--- src/rtl/imem_loader.sv ---
// rtl/imem_loader.sv - boot-time byte-stream to instruction-memory loader
//
// Assembles big-endian 32-bit words from a byte stream and writes each one
// through a single instruction-memory write port. The core is held in reset
// until the whole image is loaded. Every word is screened against the
// opcode/funct set that the core's control unit decodes.
//
// Ports:
//   clk_i, rst_i          clock, synchronous active-high reset
//   start_i, len_i        start a load of len_i words (sampled in IDLE only)
//   byte_i, byte_valid_i  incoming stream byte and its valid flag
//   byte_ready_o          byte accepted this cycle when valid is also high
//   imem_we_o/addr_o/wdata_o  instruction-memory write port
//   busy_o, done_o        load in progress / one-cycle completion pulse
//   cpu_rst_o             core reset, high while the image is not valid
//   illegal_o, illegal_addr_o  sticky unsupported-word flag and first address
//   word_count_o          words written in the current load
module imem_loader #(
    parameter int ADDR_WIDTH = 6
) (
    input  logic                  clk_i,
    input  logic                  rst_i,
    input  logic                  start_i,
    input  logic [ADDR_WIDTH:0]   len_i,
    input  logic [7:0]            byte_i,
    input  logic                  byte_valid_i,
    output logic                  byte_ready_o,
    output logic                  imem_we_o,
    output logic [ADDR_WIDTH-1:0] imem_addr_o,
    output logic [31:0]           imem_wdata_o,
    output logic                  busy_o,
    output logic                  done_o,
    output logic                  cpu_rst_o,
    output logic                  illegal_o,
    output logic [ADDR_WIDTH-1:0] illegal_addr_o,
    output logic [ADDR_WIDTH:0]   word_count_o
);

    localparam logic [ADDR_WIDTH:0] CAPACITY = {1'b1, {ADDR_WIDTH{1'b0}}};

    typedef enum logic [1:0] {
        S_IDLE  = 2'd0,
        S_RECV  = 2'd1,
        S_WRITE = 2'd2,
        S_DONE  = 2'd3
    } state_t;

    state_t                  state_q, state_d;
    logic [ADDR_WIDTH:0]     len_q;
    logic [ADDR_WIDTH:0]     word_count_q;
    logic [1:0]              byte_cnt_q;
    logic [23:0]             asm_q;          // first three bytes of the word
    logic [ADDR_WIDTH-1:0]   addr_q;
    logic [31:0]             wdata_q;
    logic                    illegal_q;
    logic [ADDR_WIDTH-1:0]   illegal_addr_q;
    logic                    cpu_rst_q;

    logic [ADDR_WIDTH:0]     len_clamped;
    logic                    start_acc;
    logic                    byte_acc;
    logic                    last_word;

    // Encodings accepted by the core's control unit.
    function automatic logic word_legal(input logic [5:0] op, input logic [5:0] funct);
        logic ok;
        ok = 1'b0;
        if (op == 6'b000000) begin
            case (funct)
                6'b000000, 6'b000010, 6'b000011, 6'b100000, 6'b100010,
                6'b100100, 6'b100101, 6'b101010, 6'b001000: ok = 1'b1;
                default: ok = 1'b0;
            endcase
        end else begin
            case (op)
                6'b000010, 6'b000011, 6'b000100, 6'b000101, 6'b001000,
                6'b001010, 6'b001100, 6'b001101, 6'b100011, 6'b101011: ok = 1'b1;
                default: ok = 1'b0;
            endcase
        end
        return ok;
    endfunction

    assign len_clamped = (len_i > CAPACITY) ? CAPACITY : len_i;
    assign start_acc   = (state_q == S_IDLE) && start_i;
    assign byte_acc    = (state_q == S_RECV) && byte_valid_i;
    assign last_word   = ((word_count_q + 1'b1) == len_q);

    // State register
    always_ff @(posedge clk_i) begin
        if (rst_i) begin
            state_q <= S_IDLE;
        end else begin
            state_q <= state_d;
        end
    end

    // Next-state logic
    always_comb begin
        state_d = state_q;
        case (state_q)
            S_IDLE: begin
                if (start_i) begin
                    state_d = (len_clamped == '0) ? S_DONE : S_RECV;
                end
            end
            S_RECV: begin
                if (byte_acc && (byte_cnt_q == 2'd3)) begin
                    state_d = S_WRITE;
                end
            end
            S_WRITE: state_d = last_word ? S_DONE : S_RECV;
            S_DONE:  state_d = S_IDLE;
            default: state_d = S_IDLE;
        endcase
    end

    // State-decoded outputs
    always_comb begin
        byte_ready_o = 1'b0;
        imem_we_o    = 1'b0;
        busy_o       = 1'b0;
        done_o       = 1'b0;
        case (state_q)
            S_RECV: begin
                byte_ready_o = 1'b1;
                busy_o       = 1'b1;
            end
            S_WRITE: begin
                imem_we_o = 1'b1;
                busy_o    = 1'b1;
            end
            S_DONE:  done_o = 1'b1;
            default: ;
        endcase
    end

    // Datapath: assembly, write port registers, counters, legality tracking
    always_ff @(posedge clk_i) begin
        if (rst_i) begin
            len_q          <= '0;
            word_count_q   <= '0;
            byte_cnt_q     <= '0;
            asm_q          <= '0;
            addr_q         <= '0;
            wdata_q        <= '0;
            illegal_q      <= 1'b0;
            illegal_addr_q <= '0;
            cpu_rst_q      <= 1'b1;
        end else begin
            if (start_acc && (len_clamped != '0)) begin
                len_q          <= len_clamped;
                word_count_q   <= '0;
                byte_cnt_q     <= '0;
                asm_q          <= '0;
                illegal_q      <= 1'b0;
                illegal_addr_q <= '0;
                cpu_rst_q      <= 1'b1;
            end

            if (byte_acc) begin
                byte_cnt_q <= byte_cnt_q + 2'd1;
                case (byte_cnt_q)
                    2'd0: asm_q[23:16] <= byte_i;
                    2'd1: asm_q[15:8]  <= byte_i;
                    2'd2: asm_q[7:0]   <= byte_i;
                    default: begin
                        // Write-port registers only change on word completion,
                        // so they hold the last written values otherwise.
                        wdata_q <= {asm_q, byte_i};
                        addr_q  <= word_count_q[ADDR_WIDTH-1:0];
                    end
                endcase
            end

            if (state_q == S_WRITE) begin
                word_count_q <= word_count_q + 1'b1;
                if (!word_legal(wdata_q[31:26], wdata_q[5:0]) && !illegal_q) begin
                    illegal_q      <= 1'b1;
                    illegal_addr_q <= addr_q;
                end
            end

            if (state_q == S_DONE) begin
                cpu_rst_q <= 1'b0;
            end
        end
    end

    assign imem_addr_o    = addr_q;
    assign imem_wdata_o   = wdata_q;
    assign cpu_rst_o      = cpu_rst_q;
    assign illegal_o      = illegal_q;
    assign illegal_addr_o = illegal_addr_q;
    assign word_count_o   = word_count_q;

endmodule
--- config.mk ---
export PLATFORM = sky130hd
export DESIGN_NAME = imem_loader
export DESIGN_NICKNAME = d
export VERILOG_FILES = /design/src/rtl/imem_loader.sv
export SDC_FILE = /design/constraint.sdc
export NUM_CORES = 1
export LEC_CHECK = 0
export CAP_MARGIN = 20
export CORE_UTILIZATION = 30
export CTS_CLUSTER_DIAMETER = 50
export DETAILED_ROUTE_END_ITERATION = 16
export GPL_TIMING_DRIVEN = 0
export SLEW_MARGIN = 20
export SYNTH_ARGS = -nofsm -noshare
export SYNTH_HDL_FRONTEND = slang
export SYNTH_SLANG_ARGS = --single-unit
--- constraint.sdc ---
create_clock -name clk_i -period 2.6 [get_ports clk_i]
set_clock_uncertainty 0.1 [all_clocks]
set_input_delay 0.39 -clock clk_i [delete_from_list [all_inputs] [get_ports clk_i]]
set_output_delay 0.39 -clock clk_i [all_outputs]
set_load 0.05 [all_outputs]
==> run_1/layer_met1.png <==
Supply wires on this layer in gray.
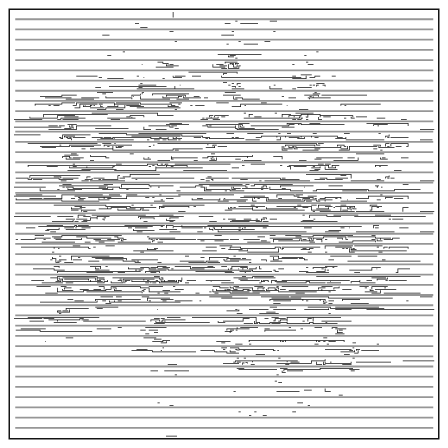
nets with wire on the layer: 514
wire length on this layer: 4780 microns

==> run_1/layer_met2.png <==
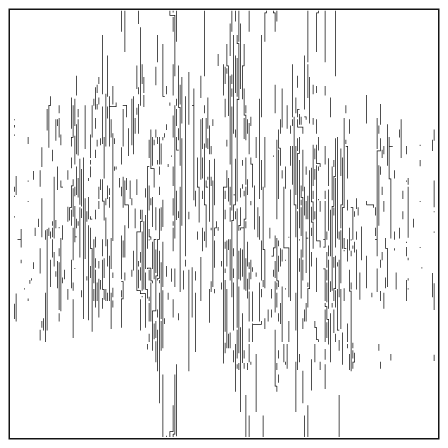
longest straight run: 46.9 microns
wire length on this layer: 4910 microns
main direction: vertical
share of all routed wire: 47%
nets with wire on the layer: 465
met2 GRT Util: 27.9%
Vias: 3419

==> impl_metrics.tcl, run 1 <==
# yosys + openroad results
set metrics [dict create \
    r2r_end "imem_addr_o[3]" \
    mi_logic_area_sq_mm 0.00184 \
    crit_slowest_cell "clkdlybuf4s50_1" \
    rows 40 \
    hp-class "flop to flop" \
    ctsResizeCount 0 \
    drc 0 \
    hold_path_depth 2 \
    grt_pass1_wl_mm 16.6 \
    cts_setup_buffers 0 \
    taps 168 \
    area_growth_pct 34.7 \
    worstPathMaxFanout 9 \
    crit_type "flop to primary output" \
    power_density_mw_per_mm2 754 \
    drtIter0Drc 143 \
    cts_buffers 9 \
    synth-xor-area-share_pct 2.33 \
    min_from "imem_wdata_o[18]" \
    seq_power_share_pct 38.3 \
    critPathArrivalTime_ps 1980 \
    clkbuf_count 11 \
    layout_top_cell "nand2_1" \
    warning_count 33 \
    yosys.area.top_type "dfxtp_1" \
    power_mw 3.82 \
    finalInstanceArea_sq_mm 0.00507 \
    worstMarginPinSlew_ps 568 \
    mux_share_pct 2.13 \
    p_switching_mw 1.13 \
    insertion_delay_ps 340 \
    ys_sh_adder_pct 3.33 \
    final_util_pct 41.8 \
    path_clk_slew_ps 60 \
    die_area_sq_mm 0.0130 \
    timing.fmax_mhz 404 \
    p_clk_share_pct 38.9 \
    grt_pass1_vias 3321 \
    p_comb_share_pct 22.8 \
    finalSetupViolCount 0 \
    fill_cells 1231 \
    seq_area_share_pct 34.8 \
    powerSeq_mw 1.46 \
    seqCellArea_sq_mm 0.00176 \
    gr-max-usage-layer "met2" \
    lay_top_cells "120 x nand2_1, 88 x dfxtp_1, 82 x a21oi_1" \
    coreArea_sq_mm 0.0121 \
    yosysWarnings 0 \
    swShare_pct 29.7 \
    wl_met2_mm 4.91 \
    ys_ff 88 \
    dpl.cell_count 704 \
    final_antenna_net_count 0 \
    area_leaders "dfxtp_1 47%, nand2_1 12%, a21oi_1 11%, nand3_1 4.1%, ha_1 3.3%" \
    io_pins 76 \
    whs_ps 352 \
    fp_util_pct 31.1 \
    comb_area_share_pct 36.3 \
    synth-edff-count 0 \
    via_per_inst 4.76 \
    pg_comb_mw 0.871 \
    status "complete, no violations" \
    yosysMostFrequentCell "nand2_1" \
    synth_simple_gate_area_share_pct 26.5 \
    grt-ovfl-total 0 \
    syn_inst 461 \
    die_x_microns 114 \
    cp.depth 3 \
    p_int_mw 2.69 \
    synth_area_sq_mm 0.00376 \
    async_flop_share_pct 0 \
    finalMaxSlewViolations 0 \
    yosys-stat-cells 461 \
]
==> run_1/layer_met3.png <==
Scale bar: 20 microns. Cells faint in the background.
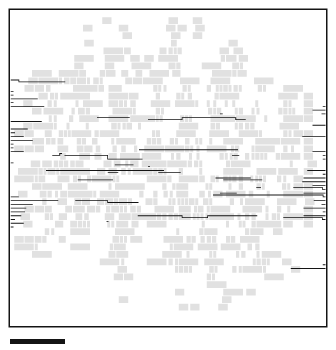
nets with wire on the layer: 61
share of all routed wire: 5.6%
Routed WL: 10.4 mm
M3 GR Usage: 4.68%

==> run 2, diff against run 1 <==
- MAX_ROUTING_LAYER: not set -> met4
==> run_2/layer_met4.png <==
Supply wires on this layer in gray. Cells faint in the background.
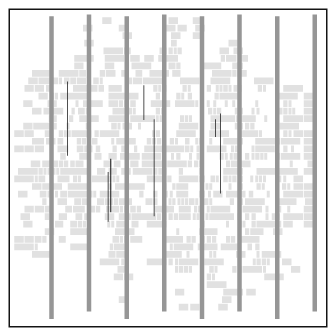
main direction: vertical
nets with wire on the layer: 5
share of all routed wire: 1.4%
wire length on this layer: 145 microns
longest straight run: 34.7 microns

==> run 2 against run 1 <==
  * Register-to-register slack hardly changed
  * Global-route usage is 0.48 points higher
  * Die size unchanged
  * Final cell count stayed put
  * Critical path depth unchanged
  * Utilization did not move
  * Clock power hardly changed
  * Maximum frequency decreased by 0.31%
  * Synthesized area did not move
  * Count of clock-buffer cells in the layout unchanged
  * Largest cell class unchanged
==> impl_metrics.tcl, run 2 <==
# yosys + openroad results
set metrics [dict create \
    via_per_inst 4.77 \
    final_antenna_net_count 0 \
    seqCellArea_sq_mm 0.00176 \
    yosys.area.top_type "dfxtp_1" \
    top_layer_used "met4" \
    cp.depth 3 \
    worstMarginPinSlew_ps 592 \
    synth-xor-area-share_pct 2.33 \
    finalSetupViolCount 0 \
    hold_path_depth 2 \
    mi_logic_area_sq_mm 0.00184 \
    layout.nets 576 \
    p_int_mw 2.69 \
    finalMaxSlewViolations 0 \
    synth-edff-count 0 \
    p_comb_share_pct 22.9 \
    portBuffers 75 \
    grt_pass1_wl_mm 16.6 \
    ctsResizeCount 0 \
    synth_simple_gate_area_share_pct 26.5 \
    comb_area_share_pct 36.3 \
    gr-max-usage-layer "met2" \
    met3_usage_pct 4.30 \
    critPathArrivalTime_ps 1990 \
    taps 168 \
    drc 0 \
    clkbuf_count 11 \
    power_density_mw_per_mm2 755 \
    finalInstanceArea_sq_mm 0.00507 \
    p_switching_mw 1.14 \
    wl_met2_mm 4.88 \
    nonClkBufAreaFrac_pct 17.6 \
    timing.fmax_mhz 403 \
    async_flop_share_pct 0 \
    area_leaders "dfxtp_1 47%, nand2_1 12%, a21oi_1 11%, nand3_1 4.1%, ha_1 3.3%" \
    powerSeq_mw 1.46 \
    h-tree-depth 3 \
    warning_count 33 \
    cts_setup_buffers 0 \
    die_area_sq_mm 0.0130 \
    hp-class "flop to flop" \
    min_from "imem_wdata_o[8]" \
    swShare_pct 29.8 \
    insertion_delay_ps 340 \
    grt_pass1_vias 3328 \
    pg_comb_mw 0.876 \
    status "complete, no violations" \
    use_met2_pct 27.9 \
    dpl.cell_count 704 \
    grt-ovfl-total 0 \
    routed-via-count 3422 \
    syn_inst 461 \
    coreArea_sq_mm 0.0121 \
    power_mw 3.83 \
    rows 40 \
    io_pins 76 \
    p_clk_share_pct 38.9 \
    endpoint "byte_ready_o" \
    cts_buffers 9 \
    layout_top_cell "nand2_1" \
    die_x_microns 114 \
    crit_slowest_cell "clkdlybuf4s50_1" \
    worstPathMaxFanout 9 \
    drtIter0Drc 128 \
    lay_top_cells "120 x nand2_1, 88 x dfxtp_1, 82 x a21oi_1" \
    seq_power_share_pct 38.2 \
    crit_type "flop to primary output" \
    final_util_pct 41.8 \
    seq_cells 88 \
    synth_area_sq_mm 0.00376 \
    r2r_end "imem_addr_o[3]" \
    fill_cells 1231 \
    whs_ps 352 \
    wl_mm 10.4 \
    yosysMostFrequentCell "nand2_1" \
    ys_ff 88 \
    seq_area_share_pct 34.8 \
    area_growth_pct 34.7 \
    yosys-stat-cells 461 \
]
==> run 3, diff against run 2 <==
- TNS_END_PERCENT: not set -> 5
==> run_3/layer_met3.png <==
Scale bar: 20 microns. Cells faint in the background.
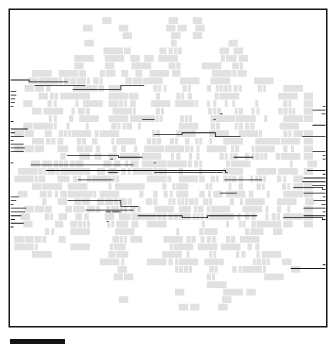
nets with wire on the layer: 61
wire length on this layer: 573 microns
share of all routed wire: 5.5%

==> run 3 against run 2 <==
  * Critical path depth unchanged
  * Sequential share of layout area unchanged
  * Synthesized cell count unchanged
  * Worst setup slack unchanged
  * Highest routed layer unchanged
  * Largest cell class unchanged
  * Sequential power about the same
  * Non-clock buffer count unchanged
==> impl_metrics.tcl, run 3 <==
# yosys + openroad results
set metrics [dict create \
    status "complete, no violations" \
    cts_setup_buffers 0 \
    cts_buffers 9 \
    p_switching_mw 1.14 \
    finalInstanceArea_sq_mm 0.00507 \
    drtIter0Drc 128 \
    gr-max-usage-layer "met2" \
    io_pins 76 \
    top_layer_used "met4" \
    portBuffers 75 \
    drc 0 \
    endpoint "byte_ready_o" \
    taps 168 \
    crit_slowest_cell "clkdlybuf4s50_1" \
    routed-via-count 3422 \
    cts_tree "yes" \
    synth_area_sq_mm 0.00376 \
    async_flop_share_pct 0 \
    crit_type "flop to primary output" \
    p_clk_share_pct 38.9 \
    wl_mm 10.4 \
    critPathArrivalTime_ps 1990 \
    cp.depth 3 \
    power_mw 3.83 \
    final_antenna_net_count 0 \
    p_comb_share_pct 22.9 \
    layout.nets 576 \
    synth-edff-count 0 \
    met3_usage_pct 4.30 \
    pg_comb_mw 0.876 \
    swShare_pct 29.8 \
    yosysSeqAreaShare_pct 46.8 \
    lay_top_cells "120 x nand2_1, 88 x dfxtp_1, 82 x a21oi_1" \
    wire_per_inst_microns 14.5 \
    insertion_delay_ps 340 \
    wl_met2_mm 4.88 \
    seqCellArea_sq_mm 0.00176 \
    layout_top_cell "nand2_1" \
    grt-ovfl-total 0 \
    finalSetupViolCount 0 \
    yosys-stat-cells 461 \
    hp-class "flop to flop" \
    h-tree-depth 3 \
    area_leaders "dfxtp_1 47%, nand2_1 12%, a21oi_1 11%, nand3_1 4.1%, ha_1 3.3%" \
    use_met2_pct 27.9 \
    yosys.area.top_type "dfxtp_1" \
    ctsResizeCount 0 \
    whs_ps 352 \
    yosysMostFrequentCell "nand2_1" \
    power_density_mw_per_mm2 755 \
    finalMaxSlewViolations 0 \
    warning_count 33 \
    crit_path_start_kind "flop" \
    min_from "imem_wdata_o[8]" \
    seq_area_share_pct 34.8 \
    die_x_microns 114 \
    grt_pass1_wl_mm 16.6 \
    worstMarginPinSlew_ps 592 \
    nonClkBufAreaFrac_pct 17.6 \
    seq_cells 88 \
    hold_path_depth 2 \
    synth-xor-area-share_pct 2.33 \
    dpl.cell_count 704 \
    coreArea_sq_mm 0.0121 \
    seq_power_share_pct 38.2 \
    via_per_inst 4.77 \
    clkbuf_count 11 \
    ys_ff 88 \
    worstPathMaxFanout 9 \
    p_int_mw 2.69 \
    fill_cells 1231 \
    die_area_sq_mm 0.0130 \
    rows 40 \
    powerSeq_mw 1.46 \
    timing.fmax_mhz 403 \
    grt_pass1_vias 3328 \
    drive_gt1_share_pct 5.82 \
    synth_simple_gate_area_share_pct 26.5 \
    syn_inst 461 \
    area_growth_pct 34.7 \
    comb_area_share_pct 36.3 \
]
Power is estimated from default activity; no workload was simulated.
